==> images/placement.png <==
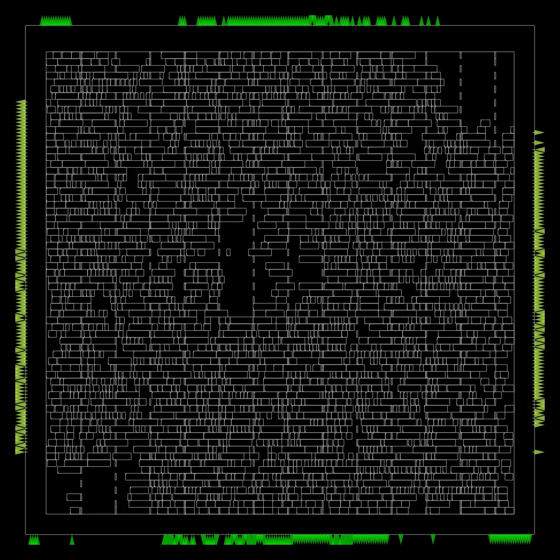
==> images/cell_density.png <==
Scale bar: 50 um. The die is cut into 20 by 20 equal tiles; white is low, dark blue is high, 0 to 100% covered.
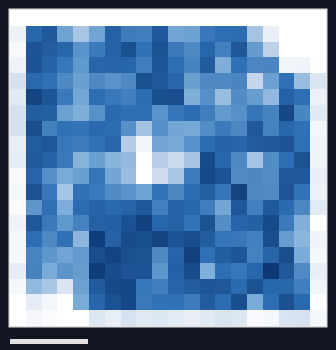
==> src/rtl/axi4_lite_cfg_regbank.sv <==
// AXI4-Lite slave exposing NUM_REGS writable config words,
// one read-only status word and start / write strobes.
module axi4_lite_cfg_regbank #(
   parameter int NUM_REGS = 8,
   parameter int ADDR_W   = 8
) (
   input  logic                     axi_aclk,
   input  logic                     axi_aresetn,
   input  logic [ADDR_W-1:0]        S_AXI_AWADDR,
   input  logic                     S_AXI_AWVALID,
   output logic                     S_AXI_AWREADY,
   input  logic [31:0]              S_AXI_WDATA,
   input  logic [3:0]               S_AXI_WSTRB,
   input  logic                     S_AXI_WVALID,
   output logic                     S_AXI_WREADY,
   output logic [1:0]               S_AXI_BRESP,
   output logic                     S_AXI_BVALID,
   input  logic                     S_AXI_BREADY,
   input  logic [ADDR_W-1:0]        S_AXI_ARADDR,
   input  logic                     S_AXI_ARVALID,
   output logic                     S_AXI_ARREADY,
   output logic [31:0]              S_AXI_RDATA,
   output logic [1:0]               S_AXI_RRESP,
   output logic                     S_AXI_RVALID,
   input  logic                     S_AXI_RREADY,
   output logic [NUM_REGS*32-1:0]   cfg_regs,
   output logic [NUM_REGS-1:0]      cfg_wr_pulse,
   input  logic [31:0]              status_in,
   output logic                     start_pulse
);

   localparam int IDX_W = ADDR_W - 2;
   localparam logic [IDX_W-1:0] STAT_IDX = IDX_W'(NUM_REGS);

   typedef enum logic [1:0] {W_IDLE, W_ADDR, W_DATA, W_RESP} wstate_t;
   typedef enum logic {R_IDLE, R_DATA} rstate_t;

   wstate_t r_wstate, w_wnext;
   rstate_t r_rstate, w_rnext;

   logic                r_rdy;
   logic [IDX_W-1:0]    r_awidx;
   logic [31:0]         r_wdata;
   logic [3:0]          r_wstrb;
   logic [31:0]         r_regs [NUM_REGS];
   logic [1:0]          r_bresp;
   logic [31:0]         r_rdata;
   logic [1:0]          r_rresp;
   logic [NUM_REGS-1:0] r_wr_pulse;
   logic                r_start;

   logic             w_aw_hs, w_w_hs, w_ar_hs;
   logic [IDX_W-1:0] w_wr_idx, w_ar_idx;
   logic [31:0]      w_wr_data, w_wr_val;
   logic [3:0]       w_wr_strb;
   logic             w_do_wr, w_wr_ok;
   logic [31:0]      w_rd_data;
   logic [1:0]       w_rd_resp;

   // Ready outputs stay low until the first edge after reset release
   always_ff @(posedge axi_aclk or negedge axi_aresetn) begin
      if (!axi_aresetn) r_rdy <= 1'b0;
      else              r_rdy <= 1'b1;
   end

   assign S_AXI_AWREADY = r_rdy &
      ((r_wstate == W_IDLE) | (r_wstate == W_DATA));
   assign S_AXI_WREADY  = r_rdy &
      ((r_wstate == W_IDLE) | (r_wstate == W_ADDR));
   assign S_AXI_BVALID  = (r_wstate == W_RESP);
   assign S_AXI_BRESP   = r_bresp;
   assign S_AXI_ARREADY = r_rdy & (r_rstate == R_IDLE);
   assign S_AXI_RVALID  = (r_rstate == R_DATA);
   assign S_AXI_RDATA   = r_rdata;
   assign S_AXI_RRESP   = r_rresp;
   assign cfg_wr_pulse  = r_wr_pulse;
   assign start_pulse   = r_start;

   assign w_aw_hs  = S_AXI_AWVALID & S_AXI_AWREADY;
   assign w_w_hs   = S_AXI_WVALID & S_AXI_WREADY;
   assign w_ar_hs  = S_AXI_ARVALID & S_AXI_ARREADY;
   assign w_ar_idx = S_AXI_ARADDR[ADDR_W-1:2];

   // Write FSM state register
   always_ff @(posedge axi_aclk or negedge axi_aresetn) begin
      if (!axi_aresetn) r_wstate <= W_IDLE;
      else              r_wstate <= w_wnext;
   end

   // Write FSM next state; whichever half arrives last completes it
   always_comb begin
      w_wnext = r_wstate;
      unique case (r_wstate)
         W_IDLE: begin
            if (w_aw_hs && w_w_hs) w_wnext = W_RESP;
            else if (w_aw_hs)      w_wnext = W_ADDR;
            else if (w_w_hs)       w_wnext = W_DATA;
         end
         W_ADDR: if (w_w_hs)  w_wnext = W_RESP;
         W_DATA: if (w_aw_hs) w_wnext = W_RESP;
         W_RESP: if (S_AXI_BREADY) w_wnext = W_IDLE;
         default: w_wnext = W_IDLE;
      endcase
   end

   // Merge held and live halves of the write; reg0 bit 0 never stores
   always_comb begin
      w_wr_idx  = (r_wstate == W_ADDR) ? r_awidx
                                       : S_AXI_AWADDR[ADDR_W-1:2];
      w_wr_data = (r_wstate == W_DATA) ? r_wdata : S_AXI_WDATA;
      w_wr_strb = (r_wstate == W_DATA) ? r_wstrb : S_AXI_WSTRB;
      w_do_wr   = (r_wstate != W_RESP) && (w_wnext == W_RESP);
      w_wr_ok   = (w_wr_idx < STAT_IDX);
      w_wr_val  = w_wr_data;
      if (w_wr_idx == '0) w_wr_val[0] = 1'b0;
   end

   // Hold whichever write half was accepted first
   always_ff @(posedge axi_aclk or negedge axi_aresetn) begin
      if (!axi_aresetn) begin
         r_awidx <= '0;
         r_wdata <= '0;
         r_wstrb <= '0;
      end else begin
         if (w_aw_hs) r_awidx <= S_AXI_AWADDR[ADDR_W-1:2];
         if (w_w_hs) begin
            r_wdata <= S_AXI_WDATA;
            r_wstrb <= S_AXI_WSTRB;
         end
      end
   end

   // Byte-lane register update on the edge entering W_RESP
   always_ff @(posedge axi_aclk or negedge axi_aresetn) begin
      if (!axi_aresetn) begin
         for (int i = 0; i < NUM_REGS; i++) r_regs[i] <= '0;
      end else if (w_do_wr && w_wr_ok) begin
         for (int i = 0; i < NUM_REGS; i++)
            if (w_wr_idx == IDX_W'(i))
               for (int b = 0; b < 4; b++)
                  if (w_wr_strb[b])
                     r_regs[i][8*b +: 8] <= w_wr_val[8*b +: 8];
      end
   end

   // Response code and one-cycle strobes aligned with BVALID rise
   always_ff @(posedge axi_aclk or negedge axi_aresetn) begin
      if (!axi_aresetn) begin
         r_bresp    <= 2'b00;
         r_wr_pulse <= '0;
         r_start    <= 1'b0;
      end else begin
         r_wr_pulse <= '0;
         r_start    <= 1'b0;
         if (w_do_wr) begin
            r_bresp <= w_wr_ok ? 2'b00 : 2'b10;
            if (w_wr_ok) begin
               for (int i = 0; i < NUM_REGS; i++)
                  r_wr_pulse[i] <= (w_wr_idx == IDX_W'(i));
               r_start <= (w_wr_idx == '0) & w_wr_strb[0]
                          & w_wr_data[0];
            end
         end
      end
   end

   // Flatten register file onto the config bus
   always_comb begin
      cfg_regs = '0;
      for (int i = 0; i < NUM_REGS; i++)
         cfg_regs[32*i +: 32] = r_regs[i];
   end

   // Read decode: config, status or unmapped
   always_comb begin
      w_rd_data = '0;
      w_rd_resp = 2'b10;
      if (w_ar_idx == STAT_IDX) begin
         w_rd_data = status_in;
         w_rd_resp = 2'b00;
      end
      for (int i = 0; i < NUM_REGS; i++)
         if (w_ar_idx == IDX_W'(i)) begin
            w_rd_data = r_regs[i];
            w_rd_resp = 2'b00;
         end
   end

   // Read FSM state register
   always_ff @(posedge axi_aclk or negedge axi_aresetn) begin
      if (!axi_aresetn) r_rstate <= R_IDLE;
      else              r_rstate <= w_rnext;
   end

   // Read FSM next state: one outstanding read
   always_comb begin
      w_rnext = r_rstate;
      unique case (r_rstate)
         R_IDLE:  if (w_ar_hs) w_rnext = R_DATA;
         R_DATA:  if (S_AXI_RREADY) w_rnext = R_IDLE;
         default: w_rnext = R_IDLE;
      endcase
   end

   // Capture read data at AR handshake; held until accepted
   always_ff @(posedge axi_aclk or negedge axi_aresetn) begin
      if (!axi_aresetn) begin
         r_rdata <= '0;
         r_rresp <= 2'b00;
      end else if (w_ar_hs) begin
         r_rdata <= w_rd_data;
         r_rresp <= w_rd_resp;
      end
   end

endmodule

==> config.mk <==
export PLATFORM = sky130hd
export DESIGN_NAME = axi4_lite_cfg_regbank
export DESIGN_NICKNAME = d
export VERILOG_FILES = /design/src/rtl/axi4_lite_cfg_regbank.sv
export SDC_FILE = /design/constraint.sdc
export NUM_CORES = 1
export LEC_CHECK = 0
export ABC_AREA = 1
export CAP_MARGIN = 20
export CORE_MARGIN = 8
export CORE_UTILIZATION = 45
export DETAILED_ROUTE_END_ITERATION = 8
export PLACE_DENSITY = 0.77
export SLEW_MARGIN = 20
export SYNTH_ARGS = -nofsm -noshare
export SYNTH_HDL_FRONTEND = slang
export SYNTH_SLANG_ARGS = --single-unit
==> constraint.sdc <==
create_clock -name axi_aclk -period 2.25 [get_ports axi_aclk]
set_clock_uncertainty 0.2 [all_clocks]
set_input_delay 0.5625 -clock axi_aclk [delete_from_list [all_inputs] [get_ports axi_aclk]]
set_output_delay 0.5625 -clock axi_aclk [all_outputs]
set_load 0.01 [all_outputs]
==> job_summary.md <==
### Yosys + OpenROAD results

| Metric | Value |
|---|---|
| Routed wl met3 | roughly 5400 um |
| Leading cell types in the layout, fill and taps excluded | 586 x sky130_fd_sc_hd__nand2_1, 343 x sky130_fd_sc_hd__dfrtp_1, 248 x sky130_fd_sc_hd__o21ai_1 |
| Sequential fraction of the synthesis area | between 50% and 60% |
| Worst slew margin | around three fifths |
| Synth Warn # | 0 |
| CP Buf/Inv Count | 5 |
| Count of endpoints failing setup in the final report | 2 |
| Violated checks | setup timing |
| Most frequently placed logic cell in the final layout | sky130_fd_sc_hd__nand2_1 |
| Largest net degree at the start of global routing | 64 |
| Layout Cells excl Fill | ~2,900 |
| Met1 Routed Length | approximately 25,000 um |
| Floorplan utilization | a little under half |
| Worst-case setup margin in the final layout | -0.00756 ns |
| Status | finished, violations left |
| Tightest Pin Transition | roughly 0.57 ns |
| Part of the total power dissipated in the clock network | about a third |
| Most frequent cell on the critical path | sky130_fd_sc_hd__inv_2 |
| Count of different cell masters after synthesis | 34 |
| Via count | about 16,000 |
| Type of the worst setup path | reg2reg |
| CP arrival | roughly 2.4 ns |
Back to the opening pictures, placement.png:
total number of sequential cells: 345
Core Box Area: 34,600 um2

Back to the opening pictures, cell_density.png:
emptiest ninth of the die = upper right
mean over tiles = 56%
densest ninth of the die = bottom centre
tiles over 75% full = 35%
nearly empty tiles = 9.0%
fullest tile = 97%

[synth_stat cells, drive strengths merged, types with 3 or more instances]
cell | n | area, um2
a21oi | 8 | 40.0
buf | 49 | 350
clkbuf | 45 | 169
dfrtp | 345 | 8630
inv | 127 | 477
mux2 | 5 | 56.3
mux2i | 4 | 40.0
nand2 | 641 | 2610
nand3 | 91 | 455
nand4 | 75 | 469
nor2 | 121 | 534
nor3 | 3 | 25.0
o21a | 18 | 135
o21ai | 319 | 1600
o21bai | 9 | 67.6
or2 | 20 | 125
[final cells by class]
class	instances	area, um2
fill	2741	11000
sequential	345	8640
multi-input combinational	1327	6750
timing repair buffer	571	5890
clock buffer	57	1210
tap	455	569
inverter	127	495
clock inverter	9	97.6
antenna	8	20.0
timing repair inverter	1	8.76
[path summary, 6_finish.rpt]
check / from / end / slack [ns] / cells past startpoint
setup reg to reg: r_wstate[1] / cfg_regs[209] / -0.008 / 12
hold / removal: S_AXI_RRESP[1] / S_AXI_RRESP[1] / 0.29 / 2
hold reg to reg: S_AXI_RRESP[1] / S_AXI_RRESP[1] / 0.29 / 2
min in group asynchronous: axi_aresetn / r_wdata[3] / 0.37 / 2
setup / recovery: r_wstate[1] / cfg_regs[209] / -0.008 / 12
max in group asynchronous: axi_aresetn / start_pulse / 0.77 / 3
[sequential cells by signal (all words and copies together), names as in the netlist]
register      count
r_rdy             1
S_AXI_RVALID      1
cfg_wr_pulse      8
r_wdata          32
start_pulse       1
cfg_regs        256
r_awidx           6
r_wstrb           4
r_wstate          2
S_AXI_RRESP       1
S_AXI_BRESP       1
S_AXI_RDATA      32
[repair_timing]
action	4_1_cts	5_1_grt
hold buffers	1	0
setup buffers	3	14
resized	148	213
hold endpoints to repair	24	0
pin swaps	1	17
endpoints found under the setup margin	188	375
gates cloned	0	8
[power groups by stage]
| stage | logic [mW] | clock network (mW) | registers, mW |
|---|---|---|---|
| after floorplan | 2.19 | 0 | 7.66 |
| after global placement | 5.27 | 0 | 7.58 |
| after detailed placement | 5.40 | 0 | 7.63 |
| after CTS | 5.32 | 6.49 | 7.52 |
| after global routing | 6.08 | 6.76 | 7.65 |
| final | 5.69 | 6.45 | 7.58 |
[cell families after synthesis]
family | Yosys count | share of synthesized area (%)
other | 2 | 0.0474
DFF | 345 | 54.5
buffers and inverters | 221 | 6.28
and+or+nand+nor | 953 | 26.7
muxes | 9 | 0.608
AOI/OAI and AO/OA | 358 | 11.9
[worst reg2reg max path, stage by stage, from the launching register on]
cell	delay [ns]
sky130_fd_sc_hd__dfrtp_1	0.38
sky130_fd_sc_hd__inv_2	0.12
sky130_fd_sc_hd__nand2_4	0.09
sky130_fd_sc_hd__o31ai_4	0.20
sky130_fd_sc_hd__inv_2	0.09
sky130_fd_sc_hd__nor2_8	0.21
sky130_fd_sc_hd__buf_6	0.17
sky130_fd_sc_hd__nand3_2	0.11
sky130_fd_sc_hd__inv_2	0.12
sky130_fd_sc_hd__buf_12	0.15
sky130_fd_sc_hd__nand2_8	0.11
sky130_fd_sc_hd__nand2_1	0.09
sky130_fd_sc_hd__o21ai_1	0.08
No activity file was given, so power comes from the tool's default toggle rates.
